Run 1, placement density heat map:
8 x 8 tiles, from white (low) to dark blue (high), 0 to 100% covered.
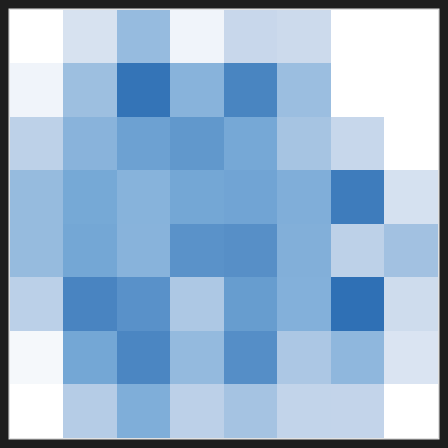
Run 1, congestion heat map:
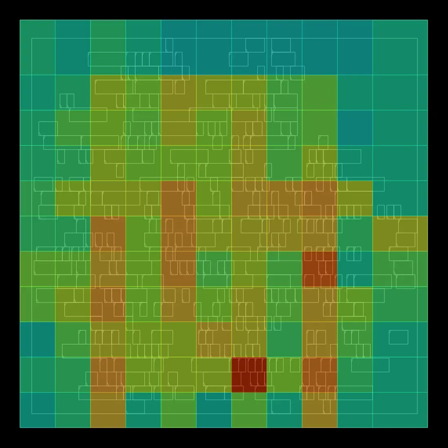
Run 1, nets reached from selected ports:
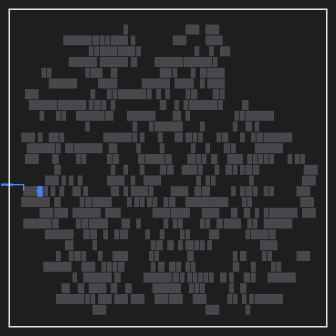
[src/rtl/speed_push_counter.sv]
// speed_push_counter
//   Counts accepted left/right button presses during a speed round, then
//   compares the totals on the end-of-round pulse and holds the result for
//   the LED countdown controller until the next round starts.
//
// Ports
//   clk, rst     : clock, synchronous active-high reset
//   speed_round  : level; its rising edge starts a round
//   winspeed     : one-cycle end-of-round pulse
//   speed_exit   : round display finished, return to idle
//   left_btn     : raw asynchronous left button
//   right_btn    : raw asynchronous right button
//   speed_right  : right total > left total (registered at winspeed)
//   speed_tie    : right total == left total (registered at winspeed)
//   left_count   : left accepted-press total (saturating)
//   right_count  : right accepted-press total (saturating)
//   counting     : high while a round is being counted
module speed_push_counter #(
    parameter int unsigned CW      = 8,
    parameter int unsigned LOCKOUT = 4
) (
    input  logic          clk,
    input  logic          rst,
    input  logic          speed_round,
    input  logic          winspeed,
    input  logic          speed_exit,
    input  logic          left_btn,
    input  logic          right_btn,
    output logic          speed_right,
    output logic          speed_tie,
    output logic [CW-1:0] left_count,
    output logic [CW-1:0] right_count,
    output logic          counting
);

    localparam int unsigned   LW        = (LOCKOUT > 0) ? $clog2(LOCKOUT + 1) : 1;
    localparam logic [LW-1:0] LOCK_LOAD = LW'(LOCKOUT);
    localparam logic [CW-1:0] CNT_MAX   = '1;

    typedef enum logic [1:0] {
        IDLE  = 2'd0,
        COUNT = 2'd1,
        HOLD  = 2'd2
    } state_t;

    state_t state_q, state_d;

    // Synchronizer chains: bit 0 = first flop, bit 2 = third flop.
    logic [2:0]    l_sync_q, r_sync_q;
    logic [LW-1:0] l_lock_q, l_lock_d;
    logic [LW-1:0] r_lock_q, r_lock_d;
    logic          speed_round_q;
    logic [CW-1:0] l_cnt_q, l_cnt_d;
    logic [CW-1:0] r_cnt_q, r_cnt_d;
    logic          right_q, right_d;
    logic          tie_q, tie_d;

    logic l_edge, r_edge, l_acc, r_acc, start;

    assign l_edge = l_sync_q[1] & ~l_sync_q[2];
    assign r_edge = r_sync_q[1] & ~r_sync_q[2];
    assign l_acc  = l_edge & (l_lock_q == '0) & (state_q == COUNT);
    assign r_acc  = r_edge & (r_lock_q == '0) & (state_q == COUNT);
    assign start  = speed_round & ~speed_round_q;

    // Lockout: reload on an accepted press, otherwise drain toward zero.
    always_comb begin
        l_lock_d = l_lock_q;
        r_lock_d = r_lock_q;
        if (l_acc) begin
            l_lock_d = LOCK_LOAD;
        end else if (l_lock_q != '0) begin
            l_lock_d = l_lock_q - LW'(1);
        end
        if (r_acc) begin
            r_lock_d = LOCK_LOAD;
        end else if (r_lock_q != '0) begin
            r_lock_d = r_lock_q - LW'(1);
        end
    end

    always_comb begin
        state_d = state_q;
        l_cnt_d = l_cnt_q;
        r_cnt_d = r_cnt_q;
        right_d = right_q;
        tie_d   = tie_q;
        case (state_q)
            IDLE: begin
                if (start) begin
                    l_cnt_d = '0;
                    r_cnt_d = '0;
                    right_d = 1'b0;
                    tie_d   = 1'b0;
                    state_d = COUNT;
                end
            end
            COUNT: begin
                // Results use the pre-increment totals; a press accepted in
                // the winspeed cycle is deliberately dropped.
                if (winspeed) begin
                    right_d = (r_cnt_q > l_cnt_q);
                    tie_d   = (r_cnt_q == l_cnt_q);
                    state_d = HOLD;
                end else begin
                    if (l_acc && (l_cnt_q != CNT_MAX)) begin
                        l_cnt_d = l_cnt_q + CW'(1);
                    end
                    if (r_acc && (r_cnt_q != CNT_MAX)) begin
                        r_cnt_d = r_cnt_q + CW'(1);
                    end
                end
            end
            HOLD: begin
                if (speed_exit) begin
                    state_d = IDLE;
                end
            end
            default: begin
                state_d = IDLE;
            end
        endcase
    end

    always_ff @(posedge clk) begin
        if (rst) begin
            state_q <= IDLE;
        end else begin
            state_q <= state_d;
        end
    end

    always_ff @(posedge clk) begin
        if (rst) begin
            l_sync_q      <= '0;
            r_sync_q      <= '0;
            l_lock_q      <= '0;
            r_lock_q      <= '0;
            speed_round_q <= 1'b0;
            l_cnt_q       <= '0;
            r_cnt_q       <= '0;
            right_q       <= 1'b0;
            tie_q         <= 1'b0;
        end else begin
            l_sync_q      <= {l_sync_q[1:0], left_btn};
            r_sync_q      <= {r_sync_q[1:0], right_btn};
            l_lock_q      <= l_lock_d;
            r_lock_q      <= r_lock_d;
            speed_round_q <= speed_round;
            l_cnt_q       <= l_cnt_d;
            r_cnt_q       <= r_cnt_d;
            right_q       <= right_d;
            tie_q         <= tie_d;
        end
    end

    assign speed_right = right_q;
    assign speed_tie   = tie_q;
    assign left_count  = l_cnt_q;
    assign right_count = r_cnt_q;
    assign counting    = (state_q == COUNT);

endmodule

[config.mk]
export PLATFORM = sky130hd
export DESIGN_NAME = speed_push_counter
export DESIGN_NICKNAME = d
export VERILOG_FILES = /design/src/rtl/speed_push_counter.sv
export SDC_FILE = /design/constraint.sdc
export NUM_CORES = 1
export LEC_CHECK = 0
export ABC_AREA = 1
export CAP_MARGIN = 20
export CORE_MARGIN = 2
export CORE_UTILIZATION = 35
export DETAILED_ROUTE_END_ITERATION = 12
export PLACE_DENSITY = 0.54
export SETUP_SLACK_MARGIN = 0.15
export SYNTH_ARGS = -nofsm -noshare
export SYNTH_HDL_FRONTEND = slang
export SYNTH_SLANG_ARGS = --single-unit
[constraint.sdc]
create_clock -name clk -period 2.8 [get_ports clk]
set_clock_uncertainty 0.05 [all_clocks]
set_input_delay 0.56 -clock clk [delete_from_list [all_inputs] [get_ports clk]]
set_output_delay 0.56 -clock clk [all_outputs]
set_load 0.02 [all_outputs]
==> results.py, run 1 <==
# Generated from Yosys and OpenROAD reports
metrics = {
    "run_status": {
        "status": "complete, no violations",
    },
    "die": {
        "floorplan.die.width_um": 79.7,
        "initial_util_pct": 36.2,
        "well_tap_count": 72,
        "floorplan.die_area_sq_um": 6360,
    },
    "finish": {
        "layout.nets": 351,
        "n_antenna_cell": 0,
        "proportion_of_cell_area_occupied_by_multi_input_gates_pct": 45.2,
        "bufAreaShareNonClock_pct": 10.7,
        "n_clock_buffer": 7,
        "cell_class_ranked_first_by_area": "multi-input combinational cells",
        "fillCellCount": 615,
        "seq-cell-share_pct": 27.5,
        "ff_count": 33,
        "area_delta_synth_final_pct": 19.5,
    },
    "clock_network": {
        "ctsHoldBuffers": 0,
        "cts.clk_slew.worst_paths_ps": 70,
        "clockRootBuffer": "sky130_fd_sc_hd__clkbuf_8",
        "post_cts_resize_count": 0,
        "clock_path_buffers": 2,
    },
    "place": {
        "preCtsSetupSlack_ps": 661,
        "placed_cell_area_sq_um": 2280,
        "place_hpwl_um": 3220,
    },
    "power": {
        "top_power_group": "sequential cells",
        "power_switching_share_pct": 31.9,
        "static_leakage_power_nw": 1.03,
        "pwr-share-clk_pct": 32.2,
        "clockNetworkPower_mw": 0.468,
        "ir_drop_mv": 0.318,
        "power_frac_seq_pct": 39.3,
        "combinational_power_mw": 0.414,
    },
    "synth": {
        "post_synth.cell_area_avg_sq_um": 6.61,
        "synth_stat.cells": 304,
        "postSynthCellCount": 304,
        "yosysWarningCount": 0,
        "ys_seq_elements": 33,
        "yosys-stat-area_sq_um": 2010,
        "synth_cell_type_count": 23,
    },
    "critical_path": {
        "worst_r2r_endpoint": "right_count[0]",
        "critical_path.reg2reg.startpoint": "state_q[1]",
        "crit_chain": "nand2_2 -> inv_2 -> clkdlybuf4s50_1",
        "crit_path_end_kind": "output pin",
        "critPathArrivalTime_ps": 1810,
        "cp_max_fo": 13,
        "setup.reg_to_reg.worst_slack_ps": 970,
        "slowest_delay_ps": 660,
    },
    "timing": {
        "clock.fmax_ghz": 0.413,
        "timing.final.max_slew_violations": 0,
        "finalHoldViolCount": 0,
        "final_critical_path_setup_slack_ps": 378,
        "report.final.setup_viol": 0,
        "final_min_period_over_clock_period_pct": 86.5,
    },
    "detailed_routing": {
        "routed_length_on_met2_um": 1960,
        "first_pass_iters": 4,
        "avgRoutedWirePerCell_um": 10.9,
        "overall_via_count_from_detail_route": 1841,
        "highest_layer_used_for_signal_routing": "met4",
        "route.layer.met1.wl_um": 2200,
    },
    "global_routing": {
        "gr-usage-met3_pct": 3.39,
        "antenna_violations_before_repair": 0,
        "grt_first_pass_wirelength_um": 7570,
        "grt_max_degree": 22,
    },
    "worst_hold_path": {
        "min-delay-start": "l_sync_q[0]",
        "worstHoldPathType": "register to register",
    },
}
-- 'placement density heat map' (at the start) --
The densest ninth of the die: middle. The emptiest ninth of the die: top right. 13% of the tiles are nearly empty. The mean over all tiles is 36%. The fullest tile reaches 74%.

-- 'congestion heat map' (at the start) --
fin util: 43.3%
Most Crowded Layer GR: met2
M2 GR Usage: 24.0%
aggregate global-route resource usage: 15.1%

-- 'nets reached from selected ports' (at the start) --
`speed_round`: shown in blue, bits 1, direction input, end cells 1, buffers 1, wire 5.20 um.

[run 1: layout by cell type (no fill, tap or decap), types with 2 or more instances in the layout]
cell type,netlist,layout
sky130_fd_sc_hd__nand2_1,69,69
sky130_fd_sc_hd__nand2_4,4,4
sky130_fd_sc_hd__nor2_2,4,4
sky130_fd_sc_hd__xor2_1,2,2
sky130_fd_sc_hd__o21ai_0,4,4
sky130_fd_sc_hd__ha_1,16,16
sky130_fd_sc_hd__dfxtp_1,33,33
sky130_fd_sc_hd__nor2_1,49,49
sky130_fd_sc_hd__clkbuf_8,1,6
sky130_fd_sc_hd__nand4_1,5,5
sky130_fd_sc_hd__nand3_1,30,30
sky130_fd_sc_hd__inv_1,46,46
sky130_fd_sc_hd__nand2_2,4,4
sky130_fd_sc_hd__a21oi_1,20,20
sky130_fd_sc_hd__clkdlybuf4s50_1,0,25
sky130_fd_sc_hd__inv_2,5,5
[run 1: state kept, by name (all words and copies together), names as in the netlist]
register / flops
speed_round_q: 1
right_count: 8
speed_right: 1
state_q: 2
l_lock_q: 3
l_sync_q: 3
r_sync_q: 3
speed_tie: 1
left_count: 8
r_lock_q: 3
[run 1: cells in the mapped netlist]
library cell | number | area (sq um)
sky130_fd_sc_hd__nor2_2 | 4 | 25.0
sky130_fd_sc_hd__inv_2 | 5 | 18.8
sky130_fd_sc_hd__nand2_1 | 69 | 259
sky130_fd_sc_hd__nor3_1 | 1 | 5.00
sky130_fd_sc_hd__nand3b_1 | 1 | 7.51
sky130_fd_sc_hd__nand3_1 | 30 | 150
sky130_fd_sc_hd__nor2_1 | 49 | 184
sky130_fd_sc_hd__nand2_2 | 4 | 25.0
sky130_fd_sc_hd__clkbuf_8 | 1 | 13.8
sky130_fd_sc_hd__o21ai_0 | 4 | 20.0
sky130_fd_sc_hd__a21oi_1 | 20 | 100
sky130_fd_sc_hd__xor2_1 | 2 | 17.5
sky130_fd_sc_hd__o21a_1 | 1 | 7.51
sky130_fd_sc_hd__buf_4 | 3 | 22.5
sky130_fd_sc_hd__buf_1 | 1 | 3.75
sky130_fd_sc_hd__inv_1 | 46 | 173
sky130_fd_sc_hd__buf_6 | 2 | 22.5
sky130_fd_sc_hd__nand4_1 | 5 | 31.3
sky130_fd_sc_hd__dfxtp_1 | 33 | 661
sky130_fd_sc_hd__buf_2 | 2 | 10.0
sky130_fd_sc_hd__nand2_4 | 4 | 45.0
sky130_fd_sc_hd__or2_1 | 1 | 6.26
sky130_fd_sc_hd__ha_1 | 16 | 200
[run 1: logic make-up (layout without fill, tap and decap cells)]
| family | after synthesis | after routing | synth area share [%] |
|---|---|---|---|
| and+or+nand+nor | 168 | 168 | 36.8 |
| DFF | 33 | 33 | 32.9 |
| xor gates and xnor gates | 2 | 2 | 0.872 |
| adders and majority gates | 16 | 16 | 9.97 |
| AOI/OAI and AO/OA | 25 | 25 | 6.36 |
| buffers and inverters | 60 | 85 | 13.1 |
[run 1: worst max-delay path by stage]
stage | from | end | cells past startpoint
final | state_q[0] | counting | 3
after global routing | state_q[0] | counting | 3
after CTS | state_q[0] | counting | 3
after detailed placement | speed_round | right_count[7] | 8
after global placement | state_q[1] | counting | 4
after floorplan | left_count[0] | left_count[1] | 10
Run 1, placement by cell class:
Scale bar: 20 um. Fill, decap, tap and diode cells in grey.
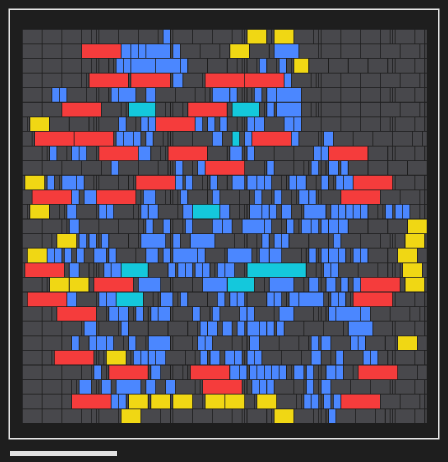

==> inputs of run 2 (changes only) <==
--- a/config.mk
+++ b/config.mk
@@ -7,7 +7,6 @@
 export LEC_CHECK = 0
 export ABC_AREA = 1
 export CAP_MARGIN = 20
-export CORE_MARGIN = 2
 export CORE_UTILIZATION = 35
 export DETAILED_ROUTE_END_ITERATION = 12
 export PLACE_DENSITY = 0.54
==> constraint.sdc (replaced) <==
create_clock -name clk -period 2.75 [get_ports clk]
set_clock_uncertainty 0.05 [all_clocks]
set_input_delay 0.55 -clock clk [delete_from_list [all_inputs] [get_ports clk]]
set_output_delay 0.55 -clock clk [all_outputs]
set_load 0.02 [all_outputs]
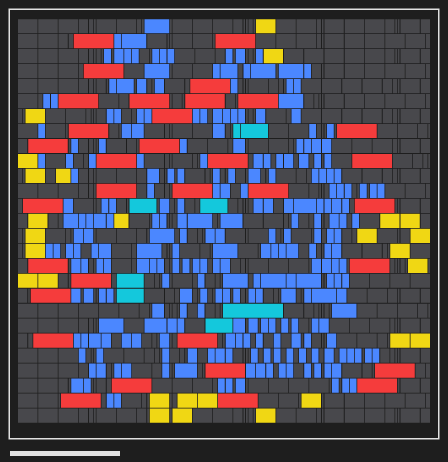
Run 2: placement by cell class
Scale bar: 20 um. Fill, decap, tap and diode cells in grey.
clock drivers and dummy loads: shown in cyan, cells 8, share of their area 5.0%. registers: shown in red, cells 33, share of their area 29%. remaining buffers and delay cells: shown in yellow, cells 27, share of their area 11%. remaining logic cells: shown in blue, cells 262, share of their area 55%.

==> run 2 against run 1 <==
Sequential share of layout area shrank 0.086 points. Setup slack gained 180 ps. Wire length shrank 0.43%. Total power grew 2.1%. Non-clock buffer count grew 1. Cell area grew 0.31%. Clock power grew 3%. Register-to-register slack gained 50 ps. Count of clock-buffer cells in the layout is the same. Synthesized cell count is the same. Sequential power grew 2%. Utilization grew 0.40 points. Largest cell class unchanged.
==> results.py, run 2 <==
# Generated from Yosys and OpenROAD reports
metrics = {
    "run_status": {
        "status": "complete, no violations",
    },
    "detailed_routing": {
        "overall_via_count_from_detail_route": 1835,
        "drc_errors": 0,
        "first_pass_iters": 4,
        "avgRoutedWirePerCell_um": 10.9,
        "wl_final_um": 4370,
    },
    "place": {
        "place_hpwl_um": 3110,
        "preCtsSetupSlack_ps": 634,
    },
    "timing": {
        "finalHoldViolCount": 0,
        "final_min_period_over_clock_period_pct": 79.6,
        "setup_total_neg_slack_ps": 0,
        "grt_setup_unrepaired": "no",
        "report.final.setup_viol": 0,
        "timing.final.max_slew_violations": 0,
        "hold-worst-slack_ps": 354,
        "clock.fmax_ghz": 0.457,
        "period_minus_ws_final_ps": 2190,
        "timing.max_slew.rel_slack_pct": 66.3,
        "final_critical_path_setup_slack_ps": 560,
    },
    "critical_path": {
        "timing.setup.critical_path_class": "register to output pin",
        "rr_worst_depth": 10,
        "cp_max_fo": 11,
        "crit_path_end_kind": "output pin",
        "timing.critical_path.required_ps": 2150,
        "setup.reg_to_reg.worst_slack_ps": 1020,
        "critPathArrivalTime_ps": 1590,
    },
    "clock_network": {
        "cts.clk_slew.worst_paths_ps": 70,
        "post_cts_resize_count": 0,
        "ctsHoldBuffers": 0,
        "postCtsSetupRepairBufs": 0,
        "cts_max_level": 2,
        "cts_buffers": 5,
        "clock_path_buffers": 2,
        "clockRootBuffer": "sky130_fd_sc_hd__clkbuf_8",
    },
    "synth": {
        "edf_count": 0,
        "yosys-stat-area_sq_um": 2010,
        "synth_cell_type_count": 23,
        "netlist.top_cell.by_instances": "sky130_fd_sc_hd__nand2_1",
        "post_synth.cell_area_avg_sq_um": 6.61,
        "fp_nets": 327,
        "ys_seq_elements": 33,
        "postSynthCellCount": 304,
        "syn-cell-area_sq_um": 2010,
        "yosysWarningCount": 0,
        "synth_area_leader_cell": "sky130_fd_sc_hd__dfxtp_1",
        "ys_async_sr_fraction_pct": 0,
        "topCellsByArea": "sky130_fd_sc_hd__dfxtp_1 (33%), sky130_fd_sc_hd__nand2_1 (13%), sky130_fd_sc_hd__ha_1 (10%)",
        "postSynth.topFlopCell": "sky130_fd_sc_hd__dfxtp_1",
        "yosysTopAreaCellShare_pct": 32.9,
        "synth_stat.cells": 304,
        "postSynthSeqShare_pct": 32.9,
        "synth.top_cells.by_count": "sky130_fd_sc_hd__nand2_1 (69), sky130_fd_sc_hd__nor2_1 (49), sky130_fd_sc_hd__inv_1 (46)",
    },
    "finish": {
        "final_layout_top_logic_cell": "sky130_fd_sc_hd__nand2_1",
        "fillCellCount": 578,
        "area_delta_synth_final_pct": 19.9,
        "logic_area_sq_um": 1080,
        "fin_util_pct": 43.7,
        "n_antenna_cell": 0,
        "layout.nets": 352,
        "most-common-layout-cells": "sky130_fd_sc_hd__nand2_1 (69), sky130_fd_sc_hd__nor2_1 (49), sky130_fd_sc_hd__inv_1 (46), sky130_fd_sc_hd__dfxtp_1 (33), sky130_fd_sc_hd__nand3_1 (30)",
        "register_area_sq_um": 661,
    },
    "global_routing": {
        "grt_max_degree": 22,
        "antenna_violations_before_repair": 0,
        "gr-usage-all-layers_pct": 15.8,
        "grt_first_pass_wirelength_um": 7440,
        "gr-total-overflow": 0,
    },
    "worst_hold_path": {
        "worstHoldPathType": "register to register",
    },
    "power": {
        "total_power_draw_mw": 1.49,
        "static_leakage_power_nw": 1.04,
        "ir_drop_mv": 0.304,
        "power.density_nw_per_um2": 617,
    },
    "die": {
        "die_height_um": 77.7,
        "floorplan.die.width_um": 77.7,
        "floorplan.die_area_sq_um": 6040,
        "core_area_sq_um": 5510,
        "initial_util_pct": 36.5,
        "rows": 27,
    },
    "job": {
        "maxCapViolCount": 0,
    },
}
## run 2: final cells by class
| type | count | share of cell area (%) |
|---|---|---|
| Sequential cell | 33 | 27.4 |
| Timing Repair Buffer | 27 | 11.0 |
| Clock buffer | 7 | 3.59 |
| Clock inverter | 1 | 1.25 |
| Multi-Input combinational cell | 211 | 45.0 |
| Inverter | 51 | 7.95 |
| Tap cell | 72 | 3.74 |
## run 2: worst paths after layout
kind / endpoint / start
worst min register to register: l_sync_q[1] / l_sync_q[0]
worst max register to register: left_count[1] / left_count[0]
worst max-delay path: counting / state_q[0]
worst min-delay path: l_sync_q[1] / l_sync_q[0]
## run 2: where the power goes
group / internal (mW) / switching (mW) / leakage, nW
Combinational: 0.176 / 0.243 / 0.708
Clock: 0.296 / 0.187 / 0.0585
Sequential: 0.537 / 0.0476 / 0.270
Total: 1.01 / 0.477 / 1.04
## run 2: metal layers
layer  global-route usage, %  up-vias  share of wire [%]  routed length [um]
met5                       0        -                  0                   0
met4                    5.66        0                1.3                  57
met3                    4.00        7                4.5                 197
met2                    23.6       35                 44                1930
met1                    21.8      802                 50                2190
li1                        -      991                  -                   -
## run 2: critical path: stages (launching register included)
cell	delay, ps
sky130_fd_sc_hd__dfxtp_1	350
sky130_fd_sc_hd__nand2_2	70
sky130_fd_sc_hd__inv_2	220
sky130_fd_sc_hd__clkdlybuf4s50_1	660
## run 2: kinds of logic (layout without fill, tap and decap cells)
| logic type | Yosys count | count (layout) | share of synthesized area [%] |
|---|---|---|---|
| simple gates | 168 | 168 | 36.8 |
| buf+inv | 60 | 86 | 13.1 |
| flops | 33 | 33 | 32.9 |
| compound gates | 25 | 25 | 6.36 |
| fa+ha+maj | 16 | 16 | 9.97 |
| xor+xnor | 2 | 2 | 0.872 |
## run 2: per-stage QoR
stage               cells  cell area, sq um
finish                402              2410
global route          402              2410
CTS                   402              2410
detailed placement    394              2290
global placement      394              2290
floorplan             304              2010
Run 2, nets reached from selected ports:
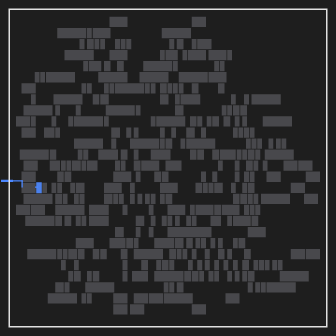

==> inputs of run 3 (changes only) <==
--- a/config.mk
+++ b/config.mk
@@ -9,7 +9,7 @@
 export CAP_MARGIN = 20
 export CORE_UTILIZATION = 35
 export DETAILED_ROUTE_END_ITERATION = 12
-export PLACE_DENSITY = 0.54
+export PLACE_DENSITY = 0.56
 export SETUP_SLACK_MARGIN = 0.15
 export SYNTH_ARGS = -nofsm -noshare
 export SYNTH_HDL_FRONTEND = slang
==> constraint.sdc (replaced) <==
create_clock -name clk -period 1.9 [get_ports clk]
set_clock_uncertainty 0.05 [all_clocks]
set_input_delay 0.38 -clock clk [delete_from_list [all_inputs] [get_ports clk]]
set_output_delay 0.38 -clock clk [all_outputs]
set_load 0.02 [all_outputs]
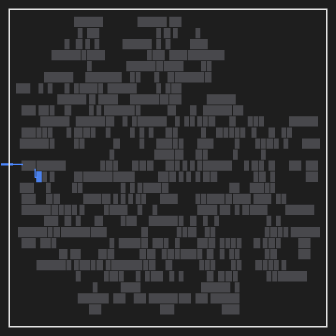
Run 3: nets reached from selected ports
`speed_round`: shown in blue, bits 1, direction input, end cells 1, buffers 1, wire 5.40 um.

==> run 3 against run 2 <==
Wire length grew 0.32%. Die area did not move. First-iteration DRC count rose by 21%. Count of clock-buffer cells in the layout fell by 2. Non-clock buffer count increased by 6. Largest power group unchanged. Hold slack gained 1.3 ps. Utilization rose by 1.0 points. Final cell count is 1.5% higher.
==> results.py, run 3 <==
# Generated from Yosys and OpenROAD reports
metrics = {
    "run_status": {
        "status": "complete, no violations",
    },
    "finish": {
        "most-common-layout-cells": "sky130_fd_sc_hd__nand2_1 (69), sky130_fd_sc_hd__nor2_1 (49), sky130_fd_sc_hd__inv_1 (46), sky130_fd_sc_hd__nand3_1 (30), sky130_fd_sc_hd__dfxtp_1 (30)",
        "n_antenna_cell": 0,
        "fraction_of_layout_cells_with_a_size_suffix_above_1_pct": 11.9,
        "layout.nets": 358,
        "area_delta_synth_final_pct": 22.6,
        "fin_util_pct": 44.7,
        "final_layout_top_logic_cell": "sky130_fd_sc_hd__nand2_1",
        "fillCellCount": 595,
    },
    "critical_path": {
        "crit_path_end_kind": "output pin",
        "timing.setup.critical_path_class": "register to output pin",
        "slowest_delay_ps": 610,
        "cp_max_fo": 2,
        "timing.critical_path.required_ps": 1470,
        "cpLargestDelayFamily": "buffers and inverters",
        "critPathLaunchType": "register",
        "crit_chain": "clkdlybuf4s50_1",
        "critPathArrivalTime_ps": 1270,
        "slowest_stage": "sky130_fd_sc_hd__clkdlybuf4s50_1",
        "cp_num_buf_inv": 1,
    },
    "synth": {
        "synth_cell_type_count": 23,
        "netlist.top_cell.by_instances": "sky130_fd_sc_hd__nand2_1",
        "syn-cell-area_sq_um": 2010,
        "synth_area_leader_cell": "sky130_fd_sc_hd__dfxtp_1",
        "postSynth.topFlopCell": "sky130_fd_sc_hd__dfxtp_1",
        "yosysWarningCount": 0,
        "fp_nets": 327,
        "topCellsByArea": "sky130_fd_sc_hd__dfxtp_1 (33%), sky130_fd_sc_hd__nand2_1 (13%), sky130_fd_sc_hd__ha_1 (10%)",
        "edf_count": 0,
        "postSynthSeqShare_pct": 32.9,
        "ys_seq_elements": 33,
        "synth_stat.cells": 304,
        "yosysTopAreaCellShare_pct": 32.9,
        "post_synth.cell_area_avg_sq_um": 6.61,
        "postSynthCellCount": 304,
        "synth.top_cells.by_count": "sky130_fd_sc_hd__nand2_1 (69), sky130_fd_sc_hd__nor2_1 (49), sky130_fd_sc_hd__inv_1 (46)",
        "ys_async_sr_fraction_pct": 0,
        "yosys-stat-area_sq_um": 2010,
    },
    "global_routing": {
        "gr-usage-all-layers_pct": 16.2,
        "grt.busiest_layer": "met2",
        "antenna_violations_before_repair": 0,
        "groute.layer.met1.usage_pct": 22.8,
        "grt_max_degree": 22,
        "gr-usage-met3_pct": 3.65,
        "via_count_of_the_first_global_routing_pass": 1653,
        "gr-total-overflow": 0,
        "grt_first_pass_wirelength_um": 7620,
        "use_met2_pct": 23.6,
    },
    "detailed_routing": {
        "first_pass_iters": 4,
        "wl_final_um": 4390,
        "initialDrtViolationCount": 122,
        "drc_errors": 0,
        "avgRoutedWirePerCell_um": 10.7,
        "overall_via_count_from_detail_route": 1846,
        "via_per_inst": 4.52,
        "antenna_violating_nets_post_route": 0,
    },
    "die": {
        "floorplan.die.width_um": 77.7,
        "num_io_pins": 26,
        "rows": 27,
        "die_height_um": 77.7,
        "floorplan.die_area_sq_um": 6040,
        "initial_util_pct": 36.5,
        "core_area_sq_um": 5510,
    },
    "clock_network": {
        "cts_tree": "done",
        "clock_path_buffers": 2,
        "cts_buffers": 5,
        "cts_max_level": 2,
        "tritoncts_num_sinks": 33,
        "ctsHoldBuffers": 0,
        "postCtsSetupRepairBufs": 0,
        "clockRootBuffer": "sky130_fd_sc_hd__clkbuf_8",
        "clock_insertion_delay_worst_skew_ps": 290,
        "post_cts_resize_count": 13,
        "cts.clk_slew.worst_paths_ps": 70,
    },
    "place": {
        "place_hpwl_um": 3190,
        "placement.io_buffers": 25,
        "routabilityCongestion": 0.762,
    },
    "worst_hold_path": {
        "worstHoldPathType": "register to register",
    },
    "power": {
        "ir_drop_mv": 0.422,
        "power.density_nw_per_um2": 843,
        "static_leakage_power_nw": 1.14,
    },
    "timing": {
        "clock.fmax_ghz": 0.589,
        "timing.final.max_slew_violations": 0,
        "setup_total_neg_slack_ps": 0,
        "timing_worst_slew_pin_value_ps": 510,
        "final_min_period_over_clock_period_pct": 89.4,
        "grt_setup_unrepaired": "yes",
        "report.final.setup_viol": 0,
        "finalHoldViolCount": 0,
        "timing.max_slew.rel_slack_pct": 65.9,
        "period_minus_ws_final_ps": 1700,
    },
    "job": {
        "warning_count": 31,
        "maxCapViolCount": 0,
    },
}
[run 3: logic make-up after synthesis]
kind of cell / Yosys count / share of synthesized area, %
DFF: 33 / 32.9
xor gates and xnor gates: 2 / 0.872
and+or+nand+nor: 168 / 36.8
AOI/OAI and AO/OA: 25 / 6.36
buffers and inverters: 60 / 13.1
adders and majority gates: 16 / 9.97
[run 3: power by group]
part,total (mW),switching [mW],internal (mW)
clock,0.550,0.293,0.257
sequential,0.836,0.0582,0.778
combinational,0.688,0.385,0.303
total,2.07,0.737,1.34
[run 3: path summary, 6_finish.rpt]
kind                                startpoint              to  slack (ps)  cells after the start
worst max-delay path            right_count[2]  right_count[2]         200                      1
worst min-delay path               l_sync_q[0]     l_sync_q[1]         360                      2
worst max register to register     l_lock_q[0]   left_count[7]         310                     11
worst min register to register     l_sync_q[0]     l_sync_q[1]         360                      2
[run 3: routing by layer]
layer	vias to the layer above	part of all wire [%]	routed length [um]
li1	996	-	-
met4	0	1.8	77
met1	811	51	2220
met5	-	0	0
met3	7	3.8	165
met2	32	44	1930
[run 3: layout make-up]
class                   count  area (sq um)  share of cell area, %
multi-input cells         211          1110                   45.2
flip-flops and latches     33           664                   27.0
repair buffers             33           312                   12.7
inverters                  51           191                   7.77
well taps                  72          90.1                   3.66
clock buffers               5          68.8                   2.79
clock inverters             3          22.5                  0.915
[run 3: stage by stage]
stage / setup slack [ps] / power [mW] / cell area (sq um) / hold WS, ps / cells
6_report: 202 / 2.07 / 2460 / 355 / 408
5_1_grt: 127 / 2.26 / 2460 / 368 / 408
4_1_cts: 165 / 2.05 / 2420 / 358 / 408
3_5_place_dp: 115 / 1.49 / 2350 / 346 / 400
3_3_place_gp: 152 / 1.48 / 2350 / 339 / 400
2_1_floorplan: 355 / 1.34 / 2010 / 338 / 304
[run 3: worst min-delay path, cell delays in order, from the launching register on]
cell and delay, ps:
sky130_fd_sc_hd__dfxtp_1 300, sky130_fd_sc_hd__inv_1 40, sky130_fd_sc_hd__nor2_1 30
Power is estimated from default activity; no workload was simulated.
